run_1/placement_by_type.png
Drawn at 6 px/µm. Fill, decap, tap and diode cells in grey.
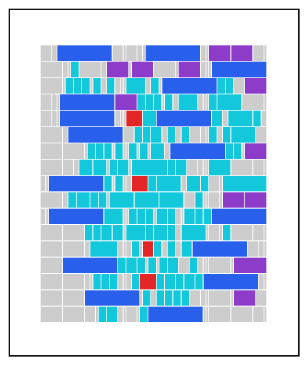
run_1/congestion.png
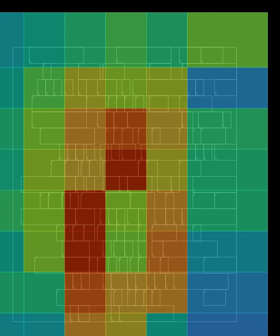
run_1/logic_types.png
Drawn at 6 px/µm.
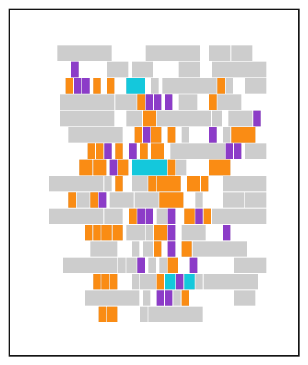
run_1/sizes.png
Drawn at 6 px/µm.
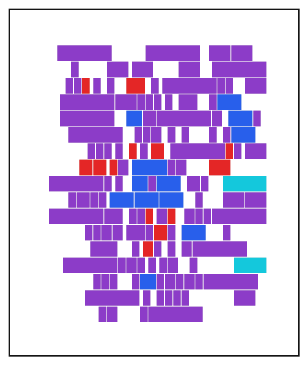
## src/rtl/srlatch_driver_pkg.sv

```systemverilog
// Shared types for the SR-latch driver: FSM state encoding, op codes, phase counter helpers.
// Latency: n/a (declarations only).
// Backpressure: n/a.
package srlatch_drv_pkg;

  // Driver sequencing states; one command walks IDLE->SETUP->PULSE->HOLD->CHECK->IDLE.
  typedef enum logic [2:0] {
    ST_IDLE  = 3'd0,
    ST_SETUP = 3'd1,
    ST_PULSE = 3'd2,
    ST_HOLD  = 3'd3,
    ST_CHECK = 3'd4
  } state_t;

  localparam logic OP_SET   = 1'b1;
  localparam logic OP_RESET = 1'b0;

  localparam int CNT_W = 8;

  // A phase of N cycles loads N-1 so that the zero flag marks its last cycle.
  function automatic logic [CNT_W-1:0] phase_load(input int n);
    return CNT_W'(n - 1);
  endfunction

endpackage

```

## src/rtl/srlatch_driver_if.sv

```systemverilog
// Command handshake plus latch drive/feedback bundle for the SR-latch driver.
// Latency: n/a (wiring only).
// Backpressure: cmd_ready from the driver gates cmd_valid from the requester.
interface srlatch_driver_if;

  logic cmd_valid;
  logic cmd_op;
  logic cmd_ready;
  logic lat_S;
  logic lat_R;
  logic lat_C;
  logic lat_Q;
  logic busy;
  logic done;
  logic err;

  // Driver side: accepts commands, drives the latch, reads Q back.
  modport master (
    input  cmd_valid, cmd_op, lat_Q,
    output cmd_ready, lat_S, lat_R, lat_C, busy, done, err
  );

  // Requester/latch side: issues commands and returns latch Q.
  modport slave (
    output cmd_valid, cmd_op, lat_Q,
    input  cmd_ready, lat_S, lat_R, lat_C, busy, done, err
  );

endinterface

```

## src/rtl/srlatch_driver_phase_counter.sv

```systemverilog
// Phase-length down-counter: load N-1 on phase entry, count down, flag zero.
// Latency: load/decrement visible one cycle later; zero flag is combinational from the count.
// Backpressure: none; decrement saturates at zero.
module phase_counter
  import srlatch_drv_pkg::*;
(
  input  logic             clk,
  input  logic             rst_n,
  input  logic             i_load,
  input  logic [CNT_W-1:0] i_load_val,
  input  logic             i_dec,
  output logic             o_zero
);

  logic [CNT_W-1:0] r_cnt;

  // Load has priority so a phase boundary restarts the count on the same edge.
  always_ff @(posedge clk or negedge rst_n) begin
    if (!rst_n) begin
      r_cnt <= '0;
    end else if (i_load) begin
      r_cnt <= i_load_val;
    end else if (i_dec && (r_cnt != '0)) begin
      r_cnt <= r_cnt - 1'b1;
    end
  end

  assign o_zero = (r_cnt == '0);

endmodule

```

## src/rtl/srlatch_driver.sv

```systemverilog
// Sequences S/R setup, C enable pulse, hold and Q readback for one latch write per command.
// Latency: SETUP_CYC+PULSE_CYC+HOLD_CYC+2 cycles from accept edge to the done cycle.
// Backpressure: cmd_ready only in IDLE; a new command may be accepted in the done cycle.
module srlatch_driver
  import srlatch_drv_pkg::*;
#(
  parameter int SETUP_CYC = 1,  // 1..255
  parameter int PULSE_CYC = 2,  // 1..255
  parameter int HOLD_CYC  = 1   // 1..255
)(
  input  logic             clk,
  input  logic             rst_n,
  srlatch_driver_if.master bus
);

  localparam logic [CNT_W-1:0] SETUP_LD = phase_load(SETUP_CYC);
  localparam logic [CNT_W-1:0] PULSE_LD = phase_load(PULSE_CYC);
  localparam logic [CNT_W-1:0] HOLD_LD  = phase_load(HOLD_CYC);

  state_t           r_state;
  state_t           w_state_nxt;
  logic             r_op;
  logic             w_op_nxt;
  logic             r_lat_S;
  logic             r_lat_R;
  logic             r_lat_C;
  logic             r_done;
  logic             r_err;
  logic             w_lat_S_nxt;
  logic             w_lat_R_nxt;
  logic             w_lat_C_nxt;
  logic             w_cnt_load;
  logic [CNT_W-1:0] w_cnt_load_val;
  logic             w_cnt_dec;
  logic             w_cnt_zero;
  logic             w_ready;
  logic             w_drive;

  phase_counter u_phase_counter (
    .clk        (clk),
    .rst_n      (rst_n),
    .i_load     (w_cnt_load),
    .i_load_val (w_cnt_load_val),
    .i_dec      (w_cnt_dec),
    .o_zero     (w_cnt_zero)
  );

  assign w_ready = (r_state == ST_IDLE);

  // Next-state, counter control and next values of the registered latch drives.
  always_comb begin
    w_state_nxt    = r_state;
    w_op_nxt       = r_op;
    w_cnt_load     = 1'b0;
    w_cnt_load_val = '0;
    w_cnt_dec      = 1'b0;
    case (r_state)
      ST_IDLE: begin
        if (bus.cmd_valid) begin
          w_state_nxt    = ST_SETUP;
          w_op_nxt       = bus.cmd_op;
          w_cnt_load     = 1'b1;
          w_cnt_load_val = SETUP_LD;
        end
      end
      ST_SETUP: begin
        if (w_cnt_zero) begin
          w_state_nxt    = ST_PULSE;
          w_cnt_load     = 1'b1;
          w_cnt_load_val = PULSE_LD;
        end else begin
          w_cnt_dec = 1'b1;
        end
      end
      ST_PULSE: begin
        if (w_cnt_zero) begin
          w_state_nxt    = ST_HOLD;
          w_cnt_load     = 1'b1;
          w_cnt_load_val = HOLD_LD;
        end else begin
          w_cnt_dec = 1'b1;
        end
      end
      ST_HOLD: begin
        if (w_cnt_zero) begin
          w_state_nxt = ST_CHECK;
        end else begin
          w_cnt_dec = 1'b1;
        end
      end
      ST_CHECK: begin
        w_state_nxt = ST_IDLE;
      end
      default: begin
        w_state_nxt = ST_IDLE;
      end
    endcase

    // S/R are driven from SETUP through HOLD from the latched op, so they cannot
    // move while C is high and are never both asserted.
    w_drive     = (w_state_nxt == ST_SETUP) || (w_state_nxt == ST_PULSE) ||
                  (w_state_nxt == ST_HOLD);
    w_lat_S_nxt = w_drive && (w_op_nxt == OP_SET);
    w_lat_R_nxt = w_drive && (w_op_nxt == OP_RESET);
    w_lat_C_nxt = (w_state_nxt == ST_PULSE);
  end

  // State, latched op and all glitch-free registered outputs.
  always_ff @(posedge clk or negedge rst_n) begin
    if (!rst_n) begin
      r_state <= ST_IDLE;
      r_op    <= OP_RESET;
      r_lat_S <= 1'b0;
      r_lat_R <= 1'b0;
      r_lat_C <= 1'b0;
      r_done  <= 1'b0;
      r_err   <= 1'b0;
    end else begin
      r_state <= w_state_nxt;
      r_op    <= w_op_nxt;
      r_lat_S <= w_lat_S_nxt;
      r_lat_R <= w_lat_R_nxt;
      r_lat_C <= w_lat_C_nxt;
      // Q is sampled at the end of CHECK; the result shows up in the first IDLE cycle.
      r_done  <= (r_state == ST_CHECK);
      r_err   <= (r_state == ST_CHECK) && (bus.lat_Q != r_op);
    end
  end

  assign bus.cmd_ready = w_ready;
  assign bus.busy      = ~w_ready;
  assign bus.lat_S     = r_lat_S;
  assign bus.lat_R     = r_lat_R;
  assign bus.lat_C     = r_lat_C;
  assign bus.done      = r_done;
  assign bus.err       = r_err;

endmodule

```

## src/flat_wrapper.sv

```systemverilog
// flat-port wrapper written by rule: the top's interface ports become plain ports
module srlatch_driver_flat import srlatch_drv_pkg::*;
#(
  parameter int SETUP_CYC = 1,           
  parameter int PULSE_CYC = 2,           
  parameter int HOLD_CYC  = 1            
)
  (clk, rst_n, bus_cmd_valid, bus_cmd_op, bus_lat_Q, bus_cmd_ready, bus_lat_S, bus_lat_R, bus_lat_C, bus_busy, bus_done, bus_err);
  srlatch_driver_if bus_i ();
  input  logic clk;
  input  logic rst_n;
  input wire logic [$bits(bus_i.cmd_valid)-1:0] bus_cmd_valid;
  input wire logic [$bits(bus_i.cmd_op)-1:0] bus_cmd_op;
  input wire logic [$bits(bus_i.lat_Q)-1:0] bus_lat_Q;
  output wire logic [$bits(bus_i.cmd_ready)-1:0] bus_cmd_ready;
  output wire logic [$bits(bus_i.lat_S)-1:0] bus_lat_S;
  output wire logic [$bits(bus_i.lat_R)-1:0] bus_lat_R;
  output wire logic [$bits(bus_i.lat_C)-1:0] bus_lat_C;
  output wire logic [$bits(bus_i.busy)-1:0] bus_busy;
  output wire logic [$bits(bus_i.done)-1:0] bus_done;
  output wire logic [$bits(bus_i.err)-1:0] bus_err;
  assign bus_i.cmd_valid = bus_cmd_valid;
  assign bus_i.cmd_op = bus_cmd_op;
  assign bus_i.lat_Q = bus_lat_Q;
  assign bus_cmd_ready = bus_i.cmd_ready;
  assign bus_lat_S = bus_i.lat_S;
  assign bus_lat_R = bus_i.lat_R;
  assign bus_lat_C = bus_i.lat_C;
  assign bus_busy = bus_i.busy;
  assign bus_done = bus_i.done;
  assign bus_err = bus_i.err;
  srlatch_driver #(.SETUP_CYC(SETUP_CYC), .PULSE_CYC(PULSE_CYC), .HOLD_CYC(HOLD_CYC)) u_core (.clk(clk), .rst_n(rst_n), .bus(bus_i));
endmodule
```

## config.mk

```make
export PLATFORM = sky130hd
export DESIGN_NAME = srlatch_driver_flat
export DESIGN_NICKNAME = d
export VERILOG_FILES = /design/src/rtl/srlatch_driver_pkg.sv /design/src/rtl/srlatch_driver_if.sv /design/src/rtl/srlatch_driver_phase_counter.sv /design/src/rtl/srlatch_driver.sv /design/src/flat_wrapper.sv
export SDC_FILE = /design/constraint.sdc
export NUM_CORES = 1
export LEC_CHECK = 0
export ABC_AREA = 1
export CAP_MARGIN = 40
export CORE_ASPECT_RATIO = 1.25
export CORE_MARGIN = 5
export CORE_UTILIZATION = 55
export CTS_CLUSTER_SIZE = 40
export DETAILED_ROUTE_END_ITERATION = 10
export PLACE_DENSITY = 0.86
export SLEW_MARGIN = 20
export SYNTH_ARGS = -nofsm -noshare
export SYNTH_HDL_FRONTEND = slang
export SYNTH_SLANG_ARGS = --single-unit
```

## constraint.sdc

```tcl
create_clock -name clk -period 3.3 [get_ports clk]
set_input_delay 0.66 -clock clk [delete_from_list [all_inputs] [get_ports clk]]
set_output_delay 0.66 -clock clk [all_outputs]
set_load 0.05 [all_outputs]
```

==> summary.txt, run 1 <==
Physical implementation status

The run finished with clean final reports. The via count normalized by instance count stands at 5.02. The tree is rooted in a sky130_fd_sc_hd__clkbuf_4. Per the layout report, the design carries 3 clock buffers.

The worst setup path is launched from a flop. The share of the synthesized netlist area taken by xor and xnor gates stands at 0.0264. The script parses the final routing iteration and logs DRC violations as 0. STA lists the startpoint of the worst register-to-register path as u_core.u_phase_counter.r_cnt[0]$_DFFE_PN0P_. The tightest min-delay check is of the flop to flop type. Looking at the gate-level netlist, the highest instance count belongs to sky130_fd_sc_hd__nand2_1.

Across the placement rows, the number of tap cells is 19. For reference, the critical path is launched at u_core.r_state[1]$_DFF_PN0_. The worst slack at placement stands at ~1100 ps. The final antenna diode count stands at 0. For the final routed database, the setup TNS stands at 0 ps. Averaged over all synthesized cells, the footprint is around 7.9 µm². From bottom edge to top edge, the die measures about 58 µm. Measured on the final layout, buffering overhead outside the clock network stands at 0.107.

The number of placed instances, taps included, is ~160. The slack of the worst reg-to-reg path stands at 1790 ps. The tally of yosys warning messages stands at 0. At the worst endpoint, the arrival time is 1880 ps. The number of maximum-capacitance violations stands at 0. The filler-free cell count of the finished design stands at about 160.

The number of antenna violations at the first check in global routing is 0. The number of buffers and inverters on the critical path is 2. Detailed placement finished with a half-perimeter wire length of approximately 1400 µm. The die width stands at between 40 and 50 µm. After floorplanning, the die was sized to cover between 0.002 and 0.003 mm².

The clock period minus final worst setup slack stands at roughly 2500 ps. The register share of the cell area stands at 0.364. The static leakage stands at ~0.65 nW. The routed layout has ~810 vias. Once synthesis finished, the tally of register bits stood at 17. The count of input and output buffers stands at 11. After layout, the buffer instance count without clock buffers stands at 12. The total of fill cells in the finished design stands at roughly 150. The critical path's slowest stage uses the library cell sky130_fd_sc_hd__clkdlybuf4s50_1. The hold slack stands at just over 500 ps. The count of pins over their slew limit stands at 0. The multi-input combinational cell area stands at 467 µm². The post-synth tally of flip-flops with integrated enable stands at 0. Looking at the clock tree report, the H-tree level count equals 1. Across the whole layout, storage elements account for 425 µm². 12 I/O pins were placed. The share of synthesized registers carrying an async set or reset stands at 1.00. The layout contains a multi-input combinational cell count of around 80.

The utilization after layout stands at 0.671. The flow measured a signed area growth from synthesis to layout of 17.8%. Listed in order, past its start point the critical path passes nor2_4 > nand2_4 > inv_1 > clkdlybuf4s50_1.

The count of flip-flops and latches stands at 17. OpenROAD emitted warnings numbering 26. For hold timing, the worst endpoint is u_core.u_phase_counter.r_cnt[1]$_DFFE_PN0P_.

The yosys stat chip area stands at slightly below 0.001 mm². On the final layout, the worst clock skew is 3.40 ps. The worst setup path is captured at an output port. The via count of the first global-routing pass stands at between 800 and 900.

Entering global routing, the biggest net connects 18 pins. The number of distinct library cells after synthesis stands at 20. The kind of cell with the highest combined delay along the critical path is buffers and inverters. The clock distribution area overhead in the final layout stands at 0.0235. Detailed placement reports a standard cell area of 0.00113 mm². The layout inverter count without the clock tree stands at 27. The register with the most flip-flops in the final layout is u_core.u_phase_counter.r_cnt. The hold path depth stands at 2. The post-detailed-route count of antenna-violating nets stands at 0. In the layout the commonest cells are sky130_fd_sc_hd__nand2_1, sky130_fd_sc_hd__inv_1, sky130_fd_sc_hd__dfrtp_1. By area, combinational gates come first.
-- placement_by_type.png (at the start) --
[clock drivers and dummy loads] red | cells: 4
[flops] blue | cells: 17
[combinational and other logic] cyan | cells: 109
[other buffers and delay cells] purple | cells: 12
Core Region: 0.00174 mm²
Rows: 17

-- congestion.png (at the start) --
detailed-route wire length per cell: 11.2 µm
fraction of met3 tracks used by global routing: 0.0189
global routing usage on met1: 0.177
global routing usage on met2: 0.284

-- logic_types.png (at the start) --
[inverters] purple | cells: 27
[NAND gates] orange | cells: 47
[inverting AOI/OAI gates] cyan | cells: 4

-- sizes.png (at the start) --
[_3 and _4 cells] blue | cells: 12
[_2 cells] red | cells: 13
[_6 and larger] cyan | cells: 2
[_0 and _1 cells] purple | cells: 115

## run 1: metal layers
layer,part of all wire,routed length (µm),track usage
met3,0.037,67,0.0189
met5,0,0,0
met2,0.53,963,0.284
met4,0.032,57,0.0885
met1,0.40,715,0.177
## run 1: where the power goes
| group | leakage (nW) | internal [mW] | total [mW] | switching (mW) |
|---|---|---|---|---|
| Combinational | 0.410 | 0.263 | 0.766 | 0.503 |
| Sequential | 0.218 | 0.286 | 0.352 | 0.0661 |
| Clock | 0.0177 | 0.0452 | 0.112 | 0.0670 |
| Total | 0.646 | 0.594 | 1.23 | 0.636 |
run_1/layer_met3.png
Drawn at 8 px/µm.
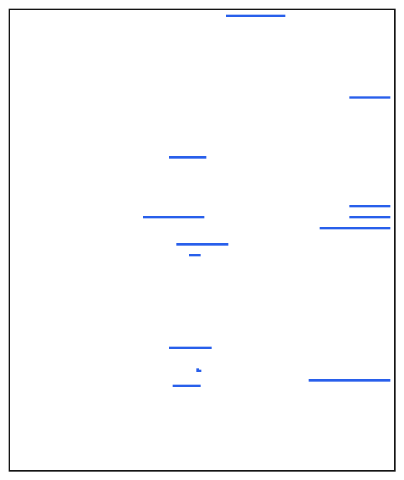

--- run 2 (diff from run 1) ---
CORE_UTILIZATION = 53   (was 55)
PLACE_DENSITY = 0.83   (was 0.86)
clock period = 2.4 ns   (was 3.3 ns; I/O delays follow)
run_2/layer_met3.png
Drawn at 8 px/µm.
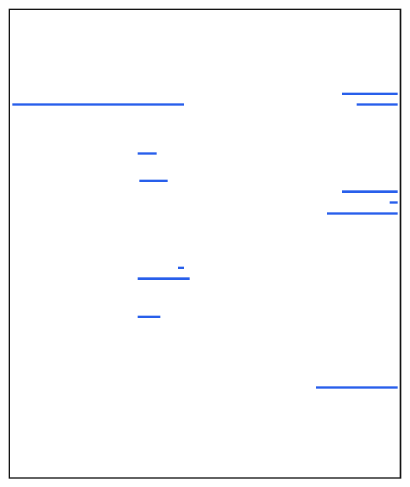
main direction: horizontal
longest straight run: 21.2 µm
share of all routed wire: 4.3%
via count: 780
fraction of met3 tracks used by global routing: 0.0354

run_2/logic_types.png
Drawn at 6 px/µm.
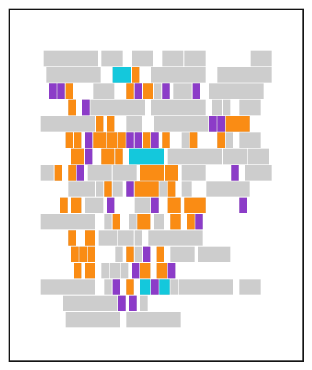
[inverters] purple | cells: 27
[inverting AOI/OAI gates] cyan | cells: 4
[NAND gates] orange | cells: 47

==> run 2 against run 1 <==
- combinational power is 36% higher
- wire length is 6.3% lower
- cell count stayed put
- sequential cell count stayed put
- first-iteration DRC count is 59% lower
- total power is 36% higher
- non-clock buffer count stayed put
- critical endpoint is now bus_busy
==> summary.txt, run 2 <==
Physical implementation status

The clock period minus final worst setup slack stands at approximately 2200 ps. The area enclosed by the die boundary was 0.00285 mm² (+3.0%). The layer flagged by global routing as most heavily used is met2. In this run the worst setup path begins at u_core.r_state[1]$_DFF_PN0_. The share of the synthesized netlist area taken by xor and xnor gates came to 0.0264 (unchanged). The met1 routed wirelength after detailed routing was 746 µm (+4.3%). The clock skew stands at 1.73 ps (-1.67 ps). The via count of the first global-routing pass came to 762 (-8.3%). The share of synthesized registers carrying an async set or reset stands at 1.00 (unchanged). Per STA, the worst path is made up of nor2_4 > nand2_4 > clkdlybuf4s50_1. The total met3 wirelength after detailed routing is 72 µm (+7.5%). The number of cells after detailed placement is 156 (unchanged).

The worst register-to-register path begins at u_core.u_phase_counter.r_cnt[0]$_DFFE_PN0P_. Checking hold timing, the worst path is listed with class primary input to async pin. The slack of the worst reg-to-reg path stands at 930 ps (-860 ps).

The yosys stat chip area is 993 µm² (unchanged). The number of H-tree branching levels was 1 (unchanged). In this design, the largest share of critical-path delay is due to buffers and inverters. The post-synth tally of flip-flops with integrated enable stands at 0 (unchanged).

The via count normalized by instance count was 4.84 (-3.5%). The worst setup path is captured at an output port. The global-route met2 utilization stands at 0.231 (-0.0522). The utilization after layout was 0.656 (-0.0146). The top-level port count stands at 12 (unchanged). The maximum number of pins on one net before global-route repair stands at 18 (unchanged). The largest register by flop count is u_core.u_phase_counter.r_cnt. The post-detailed-route count of antenna-violating nets stands at 0 (unchanged).

The sequential cell area was 425 µm² (unchanged). CTS placed an instance of sky130_fd_sc_hd__clkbuf_4 at the clock tree root. The average footprint of a synthesized cell came to 7.88 µm² (unchanged). The flow ran to the end, and the final reports show no timing, DRC or antenna violations. The final HPWL from detailed placement stands at 1340 µm (-6.7%). The met1 demand-to-capacity share in global routing is 0.168 (-0.00882). The number of antenna violations at the first check in global routing is 0 (unchanged).

The multi-input combinational cell area was 467 µm² (unchanged). The die boundary height stands at 58.4 µm (+1.5%). The post-synthesis register bit count came to 17 (unchanged). The largest individual stage delay along the critical path comes from the cell sky130_fd_sc_hd__clkdlybuf4s50_1. The post-route setup TNS stands at 0 ps (unchanged). The worst setup path is launched from a flop.

The warning total across the stage logs came to 26 (unchanged). The number of design rule violations left after detail routing stands at 0 (unchanged). Leaving out fill and tap cells, the most frequent cells in the layout are sky130_fd_sc_hd__nand2_1, sky130_fd_sc_hd__inv_1, sky130_fd_sc_hd__dfrtp_1. The routed wirelength normalized by instance count stands at 10.5 µm (-6.3%). For this run the top cell type by instance count after synthesis was sky130_fd_sc_hd__nand2_1.

The count of pins over their slew limit came to 0 (unchanged). The area of placed instances came to 0.00113 mm² (unchanged). The final antenna diode count is 0 (unchanged). The filler-free cell count of the finished design was 161 (unchanged). The core box area stands at 0.00179 mm² (+2.4%).
-- run 2: cell types whose count changed in the layout (fill, tap and decap cells not counted) --
cell / before / now
sky130_fd_sc_hd__clkdlybuf4s50_1: 11 / 10
sky130_fd_sc_hd__dlymetal6s2s_1: 0 / 1
-- run 2: timing repair --
item                       CTS  global route
buffers inserted             0             0
setup endpoints to repair    0             1
resized                      0             1
-- run 2: power breakdown --
part           internal, mW  switching (mW)  leakage [nW]
combinational         0.361           0.681         0.423
clock                0.0621          0.0910        0.0177
sequential            0.393          0.0913         0.218
-- run 2: final cells by class --
class	instances	share of cell area
multi-input cells	82	0.398
flip-flops and latches	17	0.363
inverters	27	0.0864
well taps	19	0.0203
clock buffers	3	0.0192
clock inverters	1	0.00427
repair buffers	12	0.109
--- run 3 (diff from run 2) ---
SKIP_LAST_GASP = 1   (was not set)
run_3/sizes.png
Drawn at 6 px/µm.
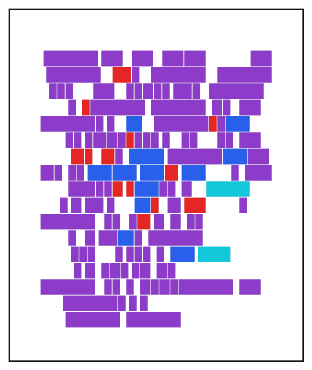
[_6 and larger] cyan | cells: 2
[_2 cells] red | cells: 13
[_0 and _1 cells] purple | cells: 115
[_3 and _4 cells] blue | cells: 12

run_3/placement_by_type.png
Drawn at 6 px/µm. Fill, decap, tap and diode cells in grey.
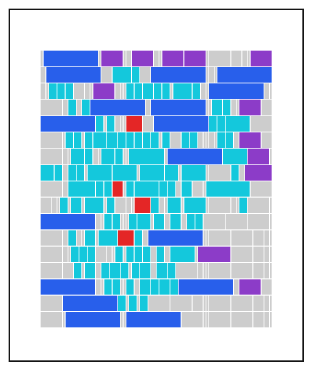
[other buffers and delay cells] purple | cells: 12
[combinational and other logic] cyan | cells: 109
[clock drivers and dummy loads] red | cells: 4
[flops] blue | cells: 17
Core Region: 0.00179 mm²
share of the core filled with cells in the final layout: 0.656
flop share of the area: 0.363

==> run 3 against run 2 <==
- wire length unchanged
- clock power about the same
- largest power group unchanged
- synthesized cell count did not move
==> summary.txt, run 3 <==
Physical implementation status

The run finished with clean final reports. The total met3 wirelength after detailed routing was 72 µm (unchanged). The final HPWL from detailed placement stands at 1340 µm (unchanged). The post-synthesis register bit count stands at 17 (unchanged). The via count of the first global-routing pass came to 762 (unchanged).

The clock skew stands at 1.73 ps (unchanged). The maximum number of pins on one net before global-route repair was 18 (unchanged). The filler-free cell count of the finished design stands at 161 (unchanged). The die boundary height came to 58.4 µm (unchanged).

The most frequently used library cell after synthesis is sky130_fd_sc_hd__nand2_1. In this run the clock root is driven by a sky130_fd_sc_hd__clkbuf_4. The worst setup path is captured at an output port. The library cell used most frequently in the layout, excluding fill and tap cells, is sky130_fd_sc_hd__nand2_1. The net switching component of the power was 0.864 mW (unchanged).

The internal cell power is 0.816 mW (unchanged). The met1 demand-to-capacity share in global routing stands at 0.168 (unchanged). The switching portion of total power stands at 0.514 (unchanged). The final antenna diode count stands at 0 (unchanged). The met1 routed wirelength after detailed routing stands at 746 µm (unchanged). The post-cts repair resize count stands at 0 (unchanged). The average footprint of a synthesized cell stands at 7.88 µm² (unchanged). The most critical min-delay path falls under primary input to async pin.

The slack of the worst reg-to-reg path stands at 930 ps (about the same). The via count of the routed design came to 780 (unchanged). The area of placed instances was 0.00113 mm² (unchanged). The via count normalized by instance count stands at 4.84 (unchanged). The global-route met2 utilization stands at 0.231 (unchanged). The number of design rule violations left after detail routing stands at 0 (unchanged). Counting flops per register, the top entry is u_core.u_phase_counter.r_cnt. OpenSTA lists the critical path startpoint as u_core.r_state[1]$_DFF_PN0_. The count of pins over their slew limit stands at 0 (unchanged). The clock period minus final worst setup slack stands at 2230 ps (unchanged). The share of the synthesized netlist area taken by xor and xnor gates came to 0.0264 (unchanged).

The combinational share of power is 0.621 (about the same). The post-detailed-route count of antenna-violating nets was 0 (unchanged). The number of cells after detailed placement stands at 156 (unchanged).

The post-synth tally of flip-flops with integrated enable came to 0 (unchanged). The post-route setup TNS was 0 ps (unchanged). The top-level port count stands at 12 (unchanged). The launch point of the worst register-to-register path is recorded as u_core.u_phase_counter.r_cnt[0]$_DFFE_PN0P_. STA classifies the critical path startpoint as a flop. The number of H-tree branching levels was 1 (unchanged). The routed wirelength normalized by instance count came to 10.5 µm (unchanged).

Broken down by cell family, the worst path's largest delay share belongs to buffers and inverters. Per STA, the worst path is made up of nor2_4 > nand2_4 > clkdlybuf4s50_1. The clock network fraction of total power was 0.091 (about the same). The post-CTS setup-driven buffer insertion count came to 0 (unchanged).

The warning total across the stage logs stands at 26 (unchanged).
-- run 3: power groups by stage --
| stage | clock network (mW) | registers [mW] | logic (mW) |
|---|---|---|---|
| floorplan | 0 | 0.541 | 0.776 |
| CTS | 0.156 | 0.484 | 1.05 |
| global route | 0.179 | 0.501 | 1.16 |
| global placement | 0 | 0.482 | 1.02 |
| finish | 0.153 | 0.484 | 1.04 |
| detailed placement | 0 | 0.488 | 1.05 |
-- run 3: cell type report --
type                    count  area, µm²  area share
multi-input cells          82        467       0.398
flip-flops and latches     17        425       0.363
repair buffers             12        128       0.109
inverters                  27        101      0.0864
well taps                  19       23.8      0.0203
clock buffers               3       22.5      0.0192
clock inverters             1       5.00     0.00427
No activity file was given, so power comes from the tool's default toggle rates.
